Figure 1. Track usage over the die.
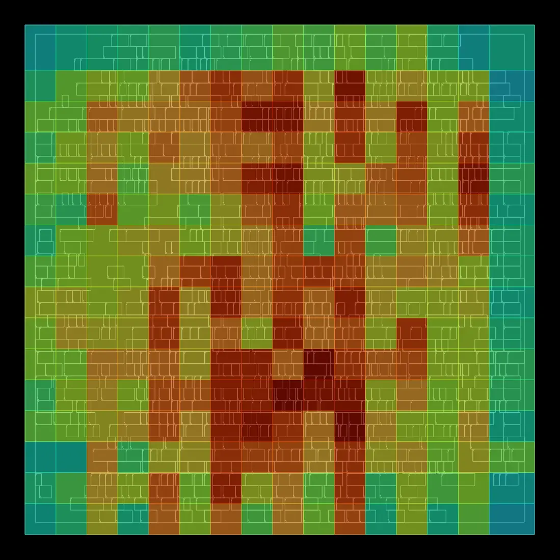
Figure 2. Metal 3.
Bar = 20 um.
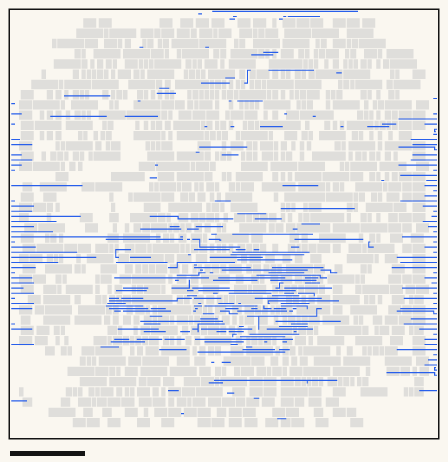
<file path="config.mk">
export PLATFORM = sky130hd
export DESIGN_NAME = fetch_stage
export DESIGN_NICKNAME = d
export VERILOG_FILES = /design/src/rtl/fetch_stage.sv
export SDC_FILE = /design/constraint.sdc
export NUM_CORES = 1
export LEC_CHECK = 0
export ABC_AREA = 0
export ABC_CLOCK_PERIOD_IN_PS = 4200
export CAP_MARGIN = 30
export CORE_MARGIN = 2
export CORE_UTILIZATION = 50
export CTS_CLUSTER_SIZE = 16
export DETAILED_ROUTE_END_ITERATION = 6
export GPL_ROUTABILITY_DRIVEN = 0
export GPL_TIMING_DRIVEN = 0
export PLACE_DENSITY = 0.91
export SLEW_MARGIN = 20
export SYNTH_ARGS = -nofsm -noshare
export SYNTH_HDL_FRONTEND = slang
export SYNTH_SLANG_ARGS = --single-unit
</file>
<file path="constraint.sdc">
create_clock -name clk -period 4.2 [get_ports clk]
set_input_delay 0.42 -clock clk [delete_from_list [all_inputs] [get_ports clk]]
set_output_delay 0.42 -clock clk [all_outputs]
set_load 0.01 [all_outputs]
</file>
<file path="src/rtl/fetch_stage.sv">
// Instruction-fetch stage with IF/ID pipeline register.
// Issues one outstanding request at a time to a variable-latency instruction memory.
//
//   state   | meaning
//   --------+----------------------------------------------
//   S_FETCH | no request outstanding, strobe imem_req
//   S_WAIT  | request outstanding, waiting for imem_valid
//   S_HOLD  | response buffered, IF/ID blocked by a stall
//   S_DROP  | outstanding response must be discarded
module fetch_stage #(
   parameter logic [31:0] RESET_PC = 32'h0000_0000,
   parameter logic [31:0] NOP_INST = 32'h0000_0013
) (
   input  logic        clk,
   input  logic        reset,
   input  logic        PC_write,
   input  logic        IF_ID_Write,
   input  logic        flush,
   input  logic [31:0] flush_target,
   output logic        imem_req,
   output logic [31:0] imem_addr,
   input  logic        imem_valid,
   input  logic [31:0] imem_rdata,
   output logic [31:0] pc,
   output logic [31:0] if_id_pc,
   output logic [31:0] if_id_inst,
   output logic        if_id_valid
);

   typedef enum logic [1:0] {
      S_FETCH = 2'd0,
      S_WAIT  = 2'd1,
      S_HOLD  = 2'd2,
      S_DROP  = 2'd3
   } state_t;

   state_t      state_q, state_d;
   logic [31:0] pc_q, pc_d;
   logic [31:0] buf_q, buf_d;
   logic [31:0] if_id_pc_q, if_id_pc_d;
   logic [31:0] if_id_inst_q, if_id_inst_d;
   logic        if_id_valid_q, if_id_valid_d;

   logic        accept;
   logic        deliver;
   logic [31:0] deliver_inst;
   logic [31:0] target;
   logic [31:0] pc_inc;

   assign accept = PC_write && IF_ID_Write;
   assign target = {flush_target[31:2], 2'b00};
   assign pc_inc = pc_q + 32'd4;

   always_comb begin
      state_d      = state_q;
      pc_d         = pc_q;
      buf_d        = buf_q;
      deliver      = 1'b0;
      deliver_inst = imem_rdata;

      case (state_q)
         S_FETCH: begin
            if (flush) pc_d = target;
            else       state_d = S_WAIT;
         end
         S_WAIT: begin
            if (flush) begin
               pc_d    = target;
               state_d = imem_valid ? S_FETCH : S_DROP;
            end else if (imem_valid && accept) begin
               deliver      = 1'b1;
               deliver_inst = imem_rdata;
               pc_d         = pc_inc;
               state_d      = S_FETCH;
            end else if (imem_valid) begin
               buf_d   = imem_rdata;
               state_d = S_HOLD;
            end
         end
         S_HOLD: begin
            if (flush) begin
               pc_d    = target;
               state_d = S_FETCH;
            end else if (accept) begin
               deliver      = 1'b1;
               deliver_inst = buf_q;
               pc_d         = pc_inc;
               state_d      = S_FETCH;
            end
         end
         S_DROP: begin
            // the late response is the only thing that can release DROP,
            // even if it coincides with another redirect
            if (flush)      pc_d = target;
            if (imem_valid) state_d = S_FETCH;
         end
         default: state_d = S_FETCH;
      endcase
   end

   always_comb begin
      if_id_pc_d    = if_id_pc_q;
      if_id_inst_d  = if_id_inst_q;
      if_id_valid_d = if_id_valid_q;
      if (flush) begin
         if_id_inst_d  = NOP_INST;
         if_id_valid_d = 1'b0;
      end else if (IF_ID_Write) begin
         if (deliver) begin
            if_id_pc_d    = pc_q;
            if_id_inst_d  = deliver_inst;
            if_id_valid_d = 1'b1;
         end else begin
            if_id_inst_d  = NOP_INST;
            if_id_valid_d = 1'b0;
         end
      end
   end

   always_ff @(posedge clk) begin
      if (reset) begin
         state_q       <= S_FETCH;
         pc_q          <= RESET_PC;
         buf_q         <= '0;
         if_id_pc_q    <= '0;
         if_id_inst_q  <= NOP_INST;
         if_id_valid_q <= 1'b0;
      end else begin
         state_q       <= state_d;
         pc_q          <= pc_d;
         buf_q         <= buf_d;
         if_id_pc_q    <= if_id_pc_d;
         if_id_inst_q  <= if_id_inst_d;
         if_id_valid_q <= if_id_valid_d;
      end
   end

   assign imem_req    = (state_q == S_FETCH) && !flush;
   assign imem_addr   = pc_q;
   assign pc          = pc_q;
   assign if_id_pc    = if_id_pc_q;
   assign if_id_inst  = if_id_inst_q;
   assign if_id_valid = if_id_valid_q;

endmodule

</file>
==> impl_metrics.env <==
# flow metrics
export IMPL_antenna_found_initial=0
export IMPL_holdPathStages=2
export IMPL_hold_end="if_id_pc[10]$_SDFFE_PP0P_"
export IMPL_final_clk_cell_share_pct=7.002
export IMPL_crit_path_max_fanout=10
export IMPL_cts_root_buffer="clkbuf_16"
export IMPL_reg2regPathDepth=8
export IMPL_finalCriticalPeriod_ns=2.788
export IMPL_crit_type="flip-flop to flip-flop"
export IMPL_drc_errors=0
export IMPL_pwr_density_cell_mw_per_mm2=394.6
export IMPL_ys_chip_area_mm2=0.006005
export IMPL_ir_worst_vdd_uv=224.8
export IMPL_ios=200
export IMPL_topCombFamilyByArea="simple AND/OR/NAND/NOR gates"
export IMPL_area_dominant_class="combinational gates"
export IMPL_relSlewSlack_pct=56.02
export IMPL_grt_setup_unrepaired="false"
export IMPL_cts_hold_buf=0
export IMPL_initCoreUtil_pct=50.62
export IMPL_max_freq_ghz=0.3587
export IMPL_comb_area_share_pct=33.99
export IMPL_ys_top_cells_by_count="223 x nand2_1, 142 x a21oi_1, 127 x dfxtp_1"
export IMPL_final_comb_area_mm2=0.002964
export IMPL_synth_top_cell_area_share_pct=42.34
export IMPL_worstSkewPairLatency_ns=0.42
export IMPL_first_pass_iters=5
export IMPL_status="finished, final reports clean"
export IMPL_wl_per_cell_um=16.48
export IMPL_final_nets=1106
export IMPL_skew_ns=0.009589
About Figure 1:
GR Util met3: 5.792%
met1 usage: 39.17%
global-route track usage on met2: 45.95%
Overall Global Routing Usage: 29.62%
grt peak-use layer: met2

About Figure 2:
nets with wire on the layer = 203
main direction = horizontal

metal layers:
metal	vias up	global-route usage, %	share of wire [%]
met5	-	0	0
met2	411	45.95	45
met1	3073	39.17	42
met4	0	15.69	3.9
li1	3199	-	-
met3	73	5.792	9.0
state kept, by name, indices dropped and copies added, names as in the netlist:
register	cells
if_id_pc	30
buf_q	32
state_q	2
if_id_inst	32
if_id_valid	1
imem_addr	30
worst max-delay path, cell delays in order (launching register included):
cell and delay (ns):
dfxtp_1 0.37, inv_1 0.10, ha_1 0.30, clkbuf_1 0.38
nand2b_1 0.16, nor3_1 0.58, clkbuf_1 0.55, nand2_1 0.11
a21oi_1 0.15
where the power goes:
part           leakage, nW  internal [mW]  switching, mW
clock                0.290          0.945          0.594
combinational         1.83          0.287          0.288
sequential            1.03           1.25         0.0760
Power is estimated from default activity; no workload was simulated.
